===== src/rtl/params_pkg.sv =====
// Shared widths and the write-back entry type for the execute/write-back stages.
package params_pkg;

    localparam int REGISTER_WIDTH = 5;
    localparam int DATA_WIDTH     = 32;

    typedef struct packed {
        logic                      valid;
        logic [REGISTER_WIDTH-1:0] wr_reg;
        logic [DATA_WIDTH-1:0]     data;
    } wb_entry_t;

    // A live entry aimed at r0 still occupies its slot but never reaches the register file.
    function automatic logic entry_writes(input wb_entry_t e);
        return e.valid && (e.wr_reg != {REGISTER_WIDTH{1'b0}});
    endfunction

endpackage


===== src/rtl/wb_skid_fifo.sv =====
// In-order circular skid buffer for ALU results, with per-entry WAW squash compare.
// Optional bypass search (youngest valid match) is built when WB_BYPASS_EN is defined.
import params_pkg::*;

module wb_skid_fifo #(
    parameter  int DEPTH = 2,
    localparam int CNT_W = $clog2(DEPTH + 1),
    localparam int PTR_W = (DEPTH > 1) ? $clog2(DEPTH) : 1
) (
    input  logic                      clk_i,
    input  logic                      rst_i,
    input  logic                      push_i,
    input  wb_entry_t                 push_entry_i,
    input  logic                      pop_i,
    input  logic                      squash_i,
    input  logic [REGISTER_WIDTH-1:0] squash_reg_i,
    output wb_entry_t                 head_o,
    output logic [CNT_W-1:0]          count_o
`ifdef WB_BYPASS_EN
    ,
    input  logic [REGISTER_WIDTH-1:0] byp_reg_i,
    output logic                      byp_hit_o,
    output logic [DATA_WIDTH-1:0]     byp_data_o
`endif
);

    wb_entry_t        mem_q [DEPTH];
    wb_entry_t        mem_d [DEPTH];
    logic [PTR_W-1:0] head_q, head_d;
    logic [PTR_W-1:0] tail_q, tail_d;
    logic [CNT_W-1:0] count_q, count_d;
    logic [DEPTH-1:0] squash_vec_s;
    logic             push_ok_s;
    logic             pop_ok_s;

    function automatic logic [PTR_W-1:0] ptr_inc(input logic [PTR_W-1:0] p);
        return (p == PTR_W'(DEPTH - 1)) ? {PTR_W{1'b0}} : p + PTR_W'(1);
    endfunction

    assign pop_ok_s  = pop_i && (count_q != {CNT_W{1'b0}});
    assign push_ok_s = push_i && (count_q != CNT_W'(DEPTH));
    assign head_o    = mem_q[head_q];
    assign count_o   = count_q;

    // Stale (already popped) slots have valid cleared, so they never match.
    always_comb begin
        squash_vec_s = '0;
        for (int i = 0; i < DEPTH; i++) begin
            squash_vec_s[i] = squash_i && mem_q[i].valid && (mem_q[i].wr_reg == squash_reg_i);
        end
    end

    // Next state: squash first so a same-cycle push at the tail survives.
    always_comb begin
        mem_d  = mem_q;
        head_d = head_q;
        tail_d = tail_q;
        for (int i = 0; i < DEPTH; i++) begin
            if (squash_vec_s[i]) begin
                mem_d[i].valid = 1'b0;
            end else begin
                mem_d[i] = mem_d[i];
            end
        end
        if (pop_ok_s) begin
            mem_d[head_q].valid = 1'b0;
            head_d              = ptr_inc(head_q);
        end else begin
            head_d = head_q;
        end
        if (push_ok_s) begin
            mem_d[tail_q] = push_entry_i;
            tail_d        = ptr_inc(tail_q);
        end else begin
            tail_d = tail_q;
        end
        case ({push_ok_s, pop_ok_s})
            2'b10:   count_d = count_q + CNT_W'(1);
            2'b01:   count_d = count_q - CNT_W'(1);
            default: count_d = count_q;
        endcase
    end

    // State registers.
    always_ff @(posedge clk_i) begin
        if (rst_i) begin
            for (int i = 0; i < DEPTH; i++) begin
                mem_q[i] <= '0;
            end
            head_q  <= '0;
            tail_q  <= '0;
            count_q <= '0;
        end else begin
            mem_q   <= mem_d;
            head_q  <= head_d;
            tail_q  <= tail_d;
            count_q <= count_d;
        end
    end

`ifdef WB_BYPASS_EN
    // Walk oldest to youngest so the last match left standing is the youngest.
    always_comb begin
        byp_hit_o  = 1'b0;
        byp_data_o = '0;
        for (int k = 0; k < DEPTH; k++) begin
            automatic int idx = (int'(head_q) + k) % DEPTH;
            if ((CNT_W'(k) < count_q) && mem_q[idx].valid &&
                (mem_q[idx].wr_reg == byp_reg_i) &&
                (byp_reg_i != {REGISTER_WIDTH{1'b0}})) begin
                byp_hit_o  = 1'b1;
                byp_data_o = mem_q[idx].data;
            end else begin
                byp_hit_o  = byp_hit_o;
            end
        end
    end
`endif

endmodule


===== src/rtl/wb_arbiter.sv =====
// Register-file write-port arbiter: mul (non-stallable) beats buffered ALU beats direct ALU.
// Optional bypass lookup into the skid buffer is enabled by defining WB_BYPASS_EN.
import params_pkg::*;

module wb_arbiter #(
    parameter  int REGISTER_WIDTH = params_pkg::REGISTER_WIDTH,
    parameter  int DATA_WIDTH     = params_pkg::DATA_WIDTH,
    parameter  int DEPTH          = 2,
    localparam int CNT_W          = $clog2(DEPTH + 1)
) (
    input  logic                      clk_i,
    input  logic                      rst_i,
    input  logic                      mul_valid_i,
    input  logic [REGISTER_WIDTH-1:0] mul_wr_reg_i,
    input  logic [DATA_WIDTH-1:0]     mul_result_i,
    input  logic                      alu_valid_i,
    output logic                      alu_ready_o,
    input  logic [REGISTER_WIDTH-1:0] alu_wr_reg_i,
    input  logic [DATA_WIDTH-1:0]     alu_result_i,
    output logic                      rf_wr_en_o,
    output logic [REGISTER_WIDTH-1:0] rf_wr_reg_o,
    output logic [DATA_WIDTH-1:0]     rf_wr_data_o,
    output logic [CNT_W-1:0]          buf_count_o
`ifdef WB_BYPASS_EN
    ,
    input  logic [REGISTER_WIDTH-1:0] byp_reg_i,
    output logic                      byp_hit_o,
    output logic [DATA_WIDTH-1:0]     byp_data_o
`endif
);

    wb_entry_t                 head_s;
    wb_entry_t                 win_s;
    wb_entry_t                 alu_entry_s;
    logic [CNT_W-1:0]          count_s;
    logic                      alu_fire_s;
    logic                      push_s;
    logic                      pop_s;
    logic                      wr_en_d, wr_en_q;
    logic [REGISTER_WIDTH-1:0] wr_reg_d, wr_reg_q;
    logic [DATA_WIDTH-1:0]     wr_data_d, wr_data_q;

    assign alu_ready_o = (count_s != CNT_W'(DEPTH));
    assign alu_fire_s  = alu_valid_i && alu_ready_o;
    assign alu_entry_s = '{valid: 1'b1, wr_reg: alu_wr_reg_i, data: alu_result_i};

    wb_skid_fifo #(
        .DEPTH(DEPTH)
    ) u_fifo (
        .clk_i        (clk_i),
        .rst_i        (rst_i),
        .push_i       (push_s),
        .push_entry_i (alu_entry_s),
        .pop_i        (pop_s),
        .squash_i     (mul_valid_i),
        .squash_reg_i (mul_wr_reg_i),
        .head_o       (head_s),
        .count_o      (count_s)
`ifdef WB_BYPASS_EN
        ,
        .byp_reg_i    (byp_reg_i),
        .byp_hit_o    (byp_hit_o),
        .byp_data_o   (byp_data_o)
`endif
    );

    // Winner selection. A squashed last entry lets a same-cycle ALU result go
    // straight to the register file; with older entries behind it the ALU must queue.
    always_comb begin
        win_s  = '0;
        push_s = 1'b0;
        pop_s  = 1'b0;
        if (mul_valid_i) begin
            win_s  = '{valid: 1'b1, wr_reg: mul_wr_reg_i, data: mul_result_i};
            push_s = alu_fire_s;
        end else if (count_s != {CNT_W{1'b0}}) begin
            pop_s = 1'b1;
            if (head_s.valid) begin
                win_s  = head_s;
                push_s = alu_fire_s;
            end else if (alu_fire_s && (count_s == CNT_W'(1))) begin
                win_s  = alu_entry_s;
                push_s = 1'b0;
            end else begin
                push_s = alu_fire_s;
            end
        end else if (alu_fire_s) begin
            win_s = alu_entry_s;
        end else begin
            win_s = '0;
        end
    end

    // Index/data only move on a real write.
    always_comb begin
        wr_en_d = entry_writes(win_s);
        if (wr_en_d) begin
            wr_reg_d  = win_s.wr_reg;
            wr_data_d = win_s.data;
        end else begin
            wr_reg_d  = wr_reg_q;
            wr_data_d = wr_data_q;
        end
    end

    // Registered write port.
    always_ff @(posedge clk_i) begin
        if (rst_i) begin
            wr_en_q   <= 1'b0;
            wr_reg_q  <= '0;
            wr_data_q <= '0;
        end else begin
            wr_en_q   <= wr_en_d;
            wr_reg_q  <= wr_reg_d;
            wr_data_q <= wr_data_d;
        end
    end

    assign rf_wr_en_o   = wr_en_q;
    assign rf_wr_reg_o  = wr_reg_q;
    assign rf_wr_data_o = wr_data_q;
    assign buf_count_o  = count_s;

endmodule


===== config.mk =====
export PLATFORM = sky130hd
export DESIGN_NAME = wb_arbiter
export DESIGN_NICKNAME = d
export VERILOG_FILES = /design/src/rtl/params_pkg.sv /design/src/rtl/wb_skid_fifo.sv /design/src/rtl/wb_arbiter.sv
export SDC_FILE = /design/constraint.sdc
export NUM_CORES = 1
export LEC_CHECK = 0
export CORE_MARGIN = 2
export CORE_UTILIZATION = 40
export CTS_CLUSTER_SIZE = 40
export DETAILED_ROUTE_END_ITERATION = 10
export PLACE_DENSITY = 0.72
export SLEW_MARGIN = 0
export SYNTH_ARGS = -nofsm -noshare
export SYNTH_HDL_FRONTEND = slang
export SYNTH_HIERARCHICAL = 1
export SYNTH_SLANG_ARGS = --single-unit
export TNS_END_PERCENT = 50

===== constraint.sdc =====
create_clock -name clk_i -period 2.15 [get_ports clk_i]
set_input_delay 0.43 -clock clk_i [delete_from_list [all_inputs] [get_ports clk_i]]
set_output_delay 0.43 -clock clk_i [all_outputs]
set_load 0.02 [all_outputs]

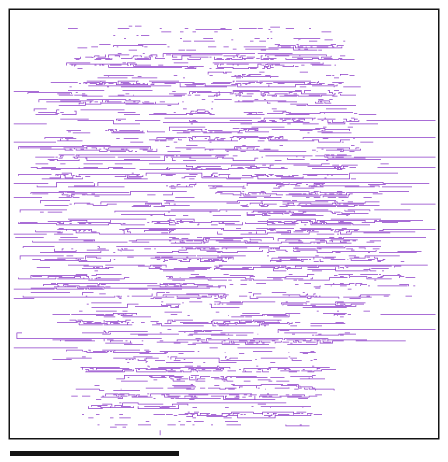
*Metal 1*
The bar under the picture is 50 um long.
wire length on this layer = 8,550 um
main direction = horizontal
share of all routed wire = 51%
nets with wire on the layer = 813
longest straight run = 61.6 um
met1 usage: 0.326
via total after detailed routing: 5,388

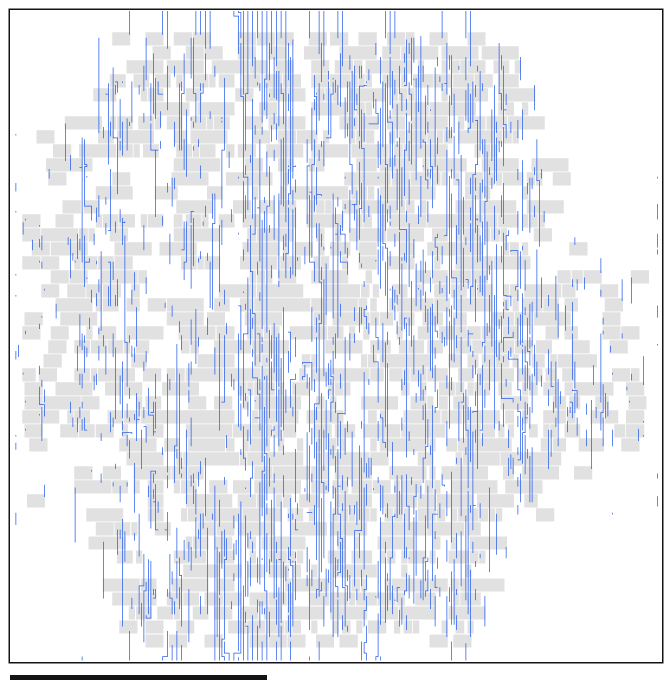
*Signal wires on met2*
The bar under the picture is 50 um long. Cells faint in the background.
nets with wire on the layer = 668
wire length on this layer = 6,900 um
main direction = vertical
longest straight run = 40.9 um
total wire length: 16,900 um
fraction of met2 tracks used by global routing: 0.282

==> flow_metrics.rpt <==
PHYSICAL IMPLEMENTATION REPORT
----------------------------------------------------
[Critical path]
  Path depth of the worst reg2reg path ........................ 7
  Critical path fanouts, max ........................ 30
  Data required, critical path ........................ 2460 ps

[Timing]
  Period minus WS final ........................ 2010 ps
  Worst-case setup margin in the final layout ........................ 139 ps
  Final critical-path share of the clock period ........................ 0.935
  Unrepaired setup endpoints after global routing ........................ false

[Final layout]
  Clock tree buffer count of the final layout ........................ 17
  NonClk Buf Share ........................ 0.201
  Non-clk bufs ........................ 159

[Worst hold path]
  Hold Path Sink ........................ u_fifo/mem_q[72]
  Cells on Worst Hold Path ........................ 2
  Path type of the worst min-delay path ........................ primary input to flop

[Floorplanning]
  Core Rows ........................ 44
  Core outline area ........................ 14,600 sq um
  Die area ........................ 16,000 sq um

[Global route]
  Global Route Usage Sum ........................ 0.210

[Synthesis]
  Adder Area Share ........................ 0.00208
  Syn_area_per_cell ........................ 8.70 sq um

[Run status]
  Status ........................ completed

[Drt]
  Detail-routed net length per standard cell ........................ 16.9 um
  Highest routing layer actually used ........................ met4
  First-pass iteration count of the detailed router ........................ 5

[Power and ir drop]
  Internal power contribution ........................ 4920 uW

----------------------------------------------------
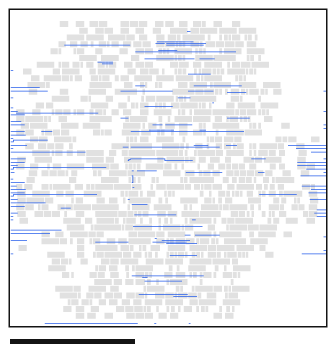
*Met3 routing*
The bar under the picture is 50 um long. Cells faint in the background.
wire length on this layer = 1,130 um
share of all routed wire = 6.7%
longest straight run = 45.1 um
nets with wire on the layer = 103
met3 demand-to-capacity share in global routing: 0.0451

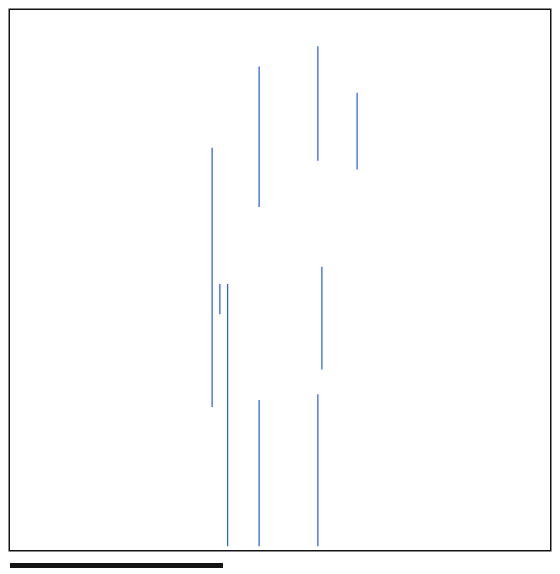
*Met4 routing*
The bar under the picture is 50 um long.
nets with wire on the layer = 7
main direction = vertical
share of all routed wire = 1.8%
wire length on this layer = 299 um

[power by group through the flow]
stage	Combinational, uW	Clock [uW]	Sequential, uW
after floorplan	590	0	2490
after global placement	1140	0	2440
after detailed placement	1140	0	2440
after CTS	1150	3090	2400
after global routing	1240	3200	2410
final	1150	3060	2400
[sequential cells by signal, indices dropped and copies added (netlist names)]
name	cells
rf_wr_data_o	32
rf_wr_en_o	1
rf_wr_reg_o	5
u_fifo/count_o	2
u_fifo/head_q	1
u_fifo/mem_q	76
u_fifo/tail_q	1
[stage by stage]
stage	power (uW)	instance area [sq um]	std cells	hold WS, ps	TNS [ps]
floorplan	3080	6020	692	433	0
global placement	3580	7490	965	439	-3090
detailed placement	3580	7490	965	444	-3990
CTS	6640	8130	997	382	0
global route	6850	8130	997	390	0
finish	6600	8130	997	391	0
[critical path, cell delays in order, from the launching register on]
cell and delay, ps:
dfxtp_4 420, mux2_2 350, o211a_1 130, a311oi_1 250
o2111a_2 350, buf_12 210, nand4b_1 110, o31ai_1 90
[synth_stat cells, types with 3 or more instances]
library cell / n / share of area
buf_2: 26 / 0.022
a32oi_1: 3 / 0.0044
a211o_1: 32 / 0.047
buf_1: 4 / 0.0025
a32o_1: 32 / 0.053
o21ai_0: 4 / 0.0033
mux2_2: 37 / 0.069
nand4b_1: 34 / 0.049
a21oi_1: 81 / 0.067
xor2_1: 9 / 0.013
nand2_1: 186 / 0.12
nor2_1: 8 / 0.0050
a21oi_2: 4 / 0.0058
dfxtp_1: 118 / 0.39
mux2i_1: 32 / 0.053
inv_1: 3 / 0.0019
xnor2_1: 4 / 0.0058
nand3_1: 6 / 0.0050
clkbuf_1: 25 / 0.016
buf_4: 4 / 0.0050
buf_6: 8 / 0.015
Power is estimated from default activity; no workload was simulated.
